<file path="config.mk">
export PLATFORM = sky130hd
export DESIGN_NAME = char_word_serializer
export DESIGN_NICKNAME = d
export VERILOG_FILES = /design/src/rtl/char_word_serializer_pkg.sv /design/src/rtl/char_word_serializer_pace_counter.sv /design/src/rtl/char_word_serializer.sv
export SDC_FILE = /design/constraint.sdc
export NUM_CORES = 1
export LEC_CHECK = 0
export CORE_UTILIZATION = 55
export CTS_CLUSTER_SIZE = 16
export DETAILED_ROUTE_END_ITERATION = 8
export PLACE_DENSITY = 0.83
export SETUP_SLACK_MARGIN = 0.1
export SLEW_MARGIN = 15
export SYNTH_ARGS = -nofsm -noshare
export SYNTH_HDL_FRONTEND = slang
export SYNTH_SLANG_ARGS = --single-unit
</file>
<file path="constraint.sdc">
create_clock -name clock -period 4.7 [get_ports clock]
set_clock_uncertainty 0.15 [all_clocks]
set_input_delay 1.175 -clock clock [delete_from_list [all_inputs] [get_ports clock]]
set_output_delay 1.175 -clock clock [all_outputs]
set_load 0.1 [all_outputs]
</file>
<file path="src/rtl/char_word_serializer_pkg.sv">
// Shared definitions for the keyboard character packer and its serializer counterpart.
// Both ends take byte order and state encodings from here.
package char_word_serializer_pkg;

    localparam int unsigned CHAR_W         = 8;
    localparam int unsigned CHARS_PER_WORD = 4;
    localparam int unsigned WORD_W         = CHAR_W * CHARS_PER_WORD;

    localparam logic [1:0] ST_IDLE = 2'd0;
    localparam logic [1:0] ST_EMIT = 2'd1;
    localparam logic [1:0] ST_GAP  = 2'd2;

    localparam logic [7:0] ASCII_NUL = 8'h00;

endpackage

</file>
<file path="src/rtl/char_word_serializer_pace_counter.sv">
// Loadable down-counter used to pace character output; expired is high at zero.
module pace_counter #(
    parameter int unsigned W = 2
) (
    input  logic         clock,
    input  logic         reset,
    input  logic         load,
    input  logic [W-1:0] load_value,
    input  logic         enable,
    output logic         expired
);

    logic [W-1:0] count;

    always_ff @(posedge clock or posedge reset) begin
        if (reset) begin
            count <= '0;
        end else if (load) begin
            count <= load_value;
        end else if (enable && (count != '0)) begin
            count <= count - 1'b1;
        end
    end

    assign expired = (count == '0);

endmodule

</file>
<file path="src/rtl/char_word_serializer.sv">
// Replays a packed word as a paced stream of characters, oldest (MSB) byte first,
// optionally dropping NUL bytes.
module char_word_serializer #(
    parameter int unsigned CHAR_W         = char_word_serializer_pkg::CHAR_W,
    parameter int unsigned CHARS_PER_WORD = char_word_serializer_pkg::CHARS_PER_WORD,
    parameter int unsigned SKIP_NULL      = 1,
    parameter int unsigned CHAR_GAP       = 2,
    parameter int unsigned CNT_W          = 16
) (
    input  logic                             clock,
    input  logic                             reset,
    input  logic [CHAR_W*CHARS_PER_WORD-1:0] word_in,
    input  logic                             word_valid,
    output logic                             word_ready,
    output logic [CHAR_W-1:0]                char_out,
    output logic                             char_valid,
    input  logic                             char_ready,
    output logic                             word_done,
    output logic                             busy,
    output logic [CNT_W-1:0]                 char_count
);

    import char_word_serializer_pkg::*;

    localparam int unsigned WW    = CHAR_W * CHARS_PER_WORD;
    localparam int unsigned IDX_W = (CHARS_PER_WORD > 1) ? $clog2(CHARS_PER_WORD) : 1;
    localparam int unsigned GAP_W = (CHAR_GAP > 0) ? $clog2(CHAR_GAP + 1) : 1;
    localparam logic [IDX_W-1:0] LAST_IDX = IDX_W'(CHARS_PER_WORD - 1);
    localparam logic [GAP_W-1:0] GAP_LOAD = GAP_W'((CHAR_GAP > 0) ? CHAR_GAP - 1 : 0);

    logic [1:0]        state;
    logic [WW-1:0]     shift_reg;
    logic [IDX_W-1:0]  idx;
    logic [CHAR_W-1:0] char_hold;
    logic [CHAR_W-1:0] cur_byte;
    logic              in_emit;
    logic              is_skip;
    logic              last;
    logic              advance;
    logic              fire;
    logic              gap_load;
    logic              gap_expired;

    always_comb begin
        cur_byte   = shift_reg[WW-1 -: CHAR_W];
        in_emit    = (state == ST_EMIT);
        is_skip    = (SKIP_NULL != 0) && (cur_byte == CHAR_W'(ASCII_NUL));
        last       = (idx == LAST_IDX);
        char_valid = in_emit && !is_skip;
        fire       = char_valid && char_ready;
        // Skipped bytes advance unconditionally; real ones wait for the handshake.
        advance    = in_emit && (is_skip || char_ready);
        gap_load   = fire && !last && (CHAR_GAP > 0);
        // char_hold keeps the last emitted byte visible outside EMIT.
        char_out   = in_emit ? cur_byte : char_hold;
        word_ready = (state == ST_IDLE) && !reset;
        busy       = (state != ST_IDLE);
    end

    pace_counter #(
        .W (GAP_W)
    ) u_pace (
        .clock      (clock),
        .reset      (reset),
        .load       (gap_load),
        .load_value (GAP_LOAD),
        .enable     (state == ST_GAP),
        .expired    (gap_expired)
    );

    always_ff @(posedge clock or posedge reset) begin
        if (reset) begin
            state      <= ST_IDLE;
            shift_reg  <= '0;
            idx        <= '0;
            char_hold  <= '0;
            char_count <= '0;
            word_done  <= 1'b0;
        end else begin
            word_done <= 1'b0;
            if (in_emit) begin
                char_hold <= cur_byte;
            end
            if (fire && (char_count != '1)) begin
                char_count <= char_count + 1'b1;
            end
            case (state)
                ST_IDLE: begin
                    if (word_valid) begin
                        shift_reg <= word_in;
                        idx       <= '0;
                        state     <= ST_EMIT;
                    end
                end
                ST_EMIT: begin
                    if (advance) begin
                        if (last) begin
                            word_done <= 1'b1;
                            state     <= ST_IDLE;
                        end else begin
                            shift_reg <= shift_reg << CHAR_W;
                            idx       <= idx + 1'b1;
                            if (!is_skip && (CHAR_GAP > 0)) begin
                                state <= ST_GAP;
                            end
                        end
                    end
                end
                ST_GAP: begin
                    if (gap_expired) begin
                        state <= ST_EMIT;
                    end
                end
                default: state <= ST_IDLE;
            endcase
        end
    end

endmodule

</file>
==> out/results.md <==
| Metric | Reported | Unit |
|---|---|---|
| Run status | finished clean | - |
| Critical path cell sequence | nor2_1, inv_1, clkdlybuf4s50_1 | - |
| Worst-case reg-to-reg path depth | 5 | - |
| I/O Buffers | 63 | - |
| Count of nets left with antenna violations after detail routing | 0 | - |
| Most area-hungry cell type in the Yosys netlist | dfrtp_1 | - |
| Via count | 2159 | - |
| Cell count after placement | 376 | - |
| Worst setup path start | state[1] | - |
| H-Tree Depth | 3 | - |
| Routed WL per cell | 15.82 | um |
| Height of the chip | 77.05 | um |
| Resize count post-CTS | 0 | - |
| Maximum single-stage delay on the critical path | 990 | ps |
| Share of the yosys chip area belonging to registers | 50.89 | % |
| Synth-to-Final Area Change | 27.83 | % |
| Number of cells produced by synthesis | 252 | - |
| DRC violations left | 0 | - |
| Share of final-layout standard cells stronger than drive strength 1 | 28.35 | % |
| Highest-count cells in the layout ignoring fill and taps | dfrtp_1 (63), clkdlybuf4s50_1 (53), mux2_2 (30), mux2_4 (22), o21ai_0 (17) | - |
| Critical path type | reg -> out | - |
| Worst slew margin relative to its limit | 33.47 | % |
| Logic family by area | multiplexers | - |
| Tapcells inserted | 70 | - |
| Reg-to-reg critical path endpoint | char_count[12] | - |
| MI comb area | 1378 | um^2 |
| IO Count | 64 | - |
| Final design instance area without fill | 3960 | um^2 |
| Synthesized Nets | 291 | - |
| Sum of buffers and inverters on the critical path | 2 | - |
| Data arrival at the endpoint of the critical path | 2360 | ps |
| Final Hold Viols | 0 | - |
| Number of warnings the tools reported | 26 | - |
| Worst R2R Setup Slack | 1970 | ps |
| Proportion of register bits with asynchronous set or reset after synthesis | 100.0 | % |
| Slew Viols, Final | 0 | - |
| XOR-XNOR Cells, Area Fraction | 4.241 | % |
| Initial DRC count | 112 | - |
| Worst hold path endpoint | char_hold[5] | - |
| Iteration tally of the first detailed-router pass | 4 | - |
| Worst path required time | 3380 | ps |
| Source of the worst register-to-register timing path | state[1] | - |
| Main flop type | dfrtp_1 | - |
| Cell types with the highest counts after synthesis | dfrtp_1 (63), mux2_2 (30), mux2_4 (22), o21ai_0 (17), nand2_1 (16) | - |
| Launching element type of the critical path | flop | - |
| Global-route track usage on met3 | 4.643 | % |
| First-pass GRT wire length | 10350 | um |
| Number of nets in the finished design | 356 | - |
| # Cells Yosys | 252 | - |
| Per-cell via count in the routed design | 5.522 | - |
| Clock network contribution to total cell area | 5.814 | % |
| Total core area | 5270 | um^2 |
| Cell with the most instances after synthesis | dfrtp_1 | - |
| Core utilization at floorplan | 58.78 | % |
| Via count of the first global-routing pass | 2129 | - |
| Clock root cell | clkbuf_8 | - |
| Non-clock inverter instance count of the final layout | 14 | - |
| Total half-perimeter wirelength after legalization and detailed placement | 4193 | um |
| Slew at the pin closest to its max-slew limit | 994.8 | ps |
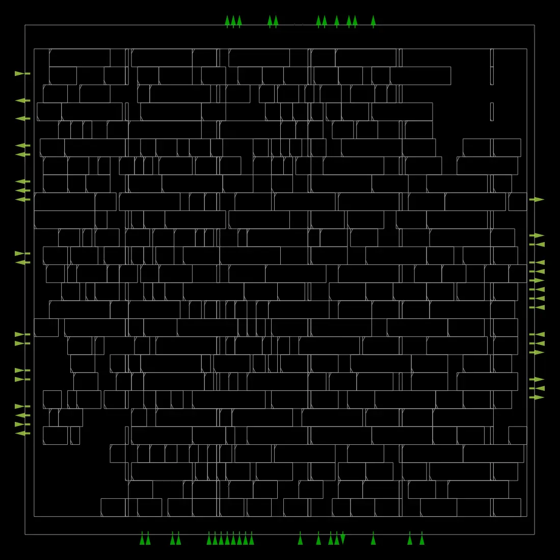
placement.png
FF+latch count: 63
share of cell area taken by flip-flops and latches: 39.81%
Final Instance Count excl. Fillers: 391
number of filler cells placed in the layout: 376

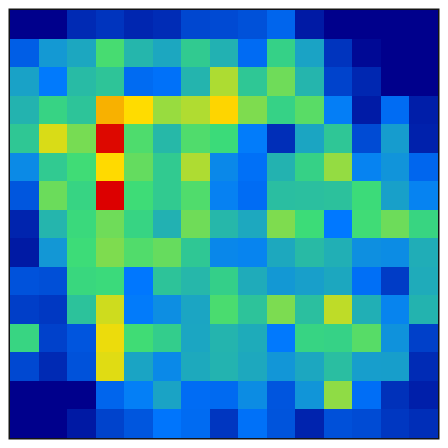
metal_density.png
The die is cut into 15 by 15 equal tiles; dark blue is low, red is high, scaled to the fullest tile. Values are wire area over tile area, all layers added.
The mean over all tiles is 0.16. 19% of the tiles are over half the peak. 7.1% of the tiles are nearly empty.

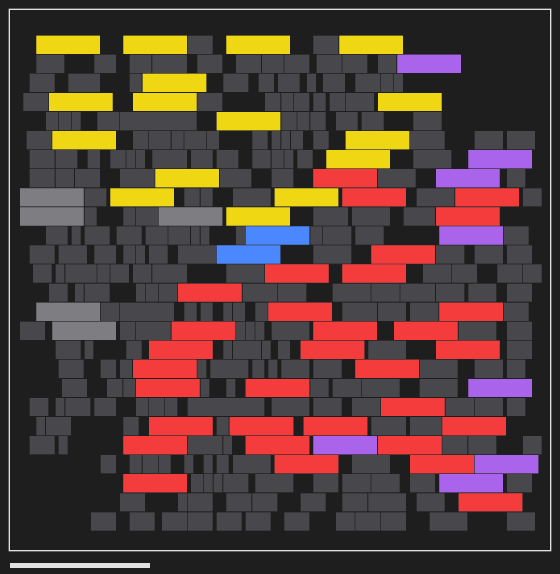
flops_by_reg.png
The bar under the picture is 20 um long. Other sequential cells in the stronger grey, the rest of the logic in the fainter grey.
idx: drawn in blue, flops 2. char_hold: drawn in purple, flops 8. char_count: drawn in yellow, flops 16. shift_reg: drawn in red, flops 32.
Another 5 sequential cells are not coloured.

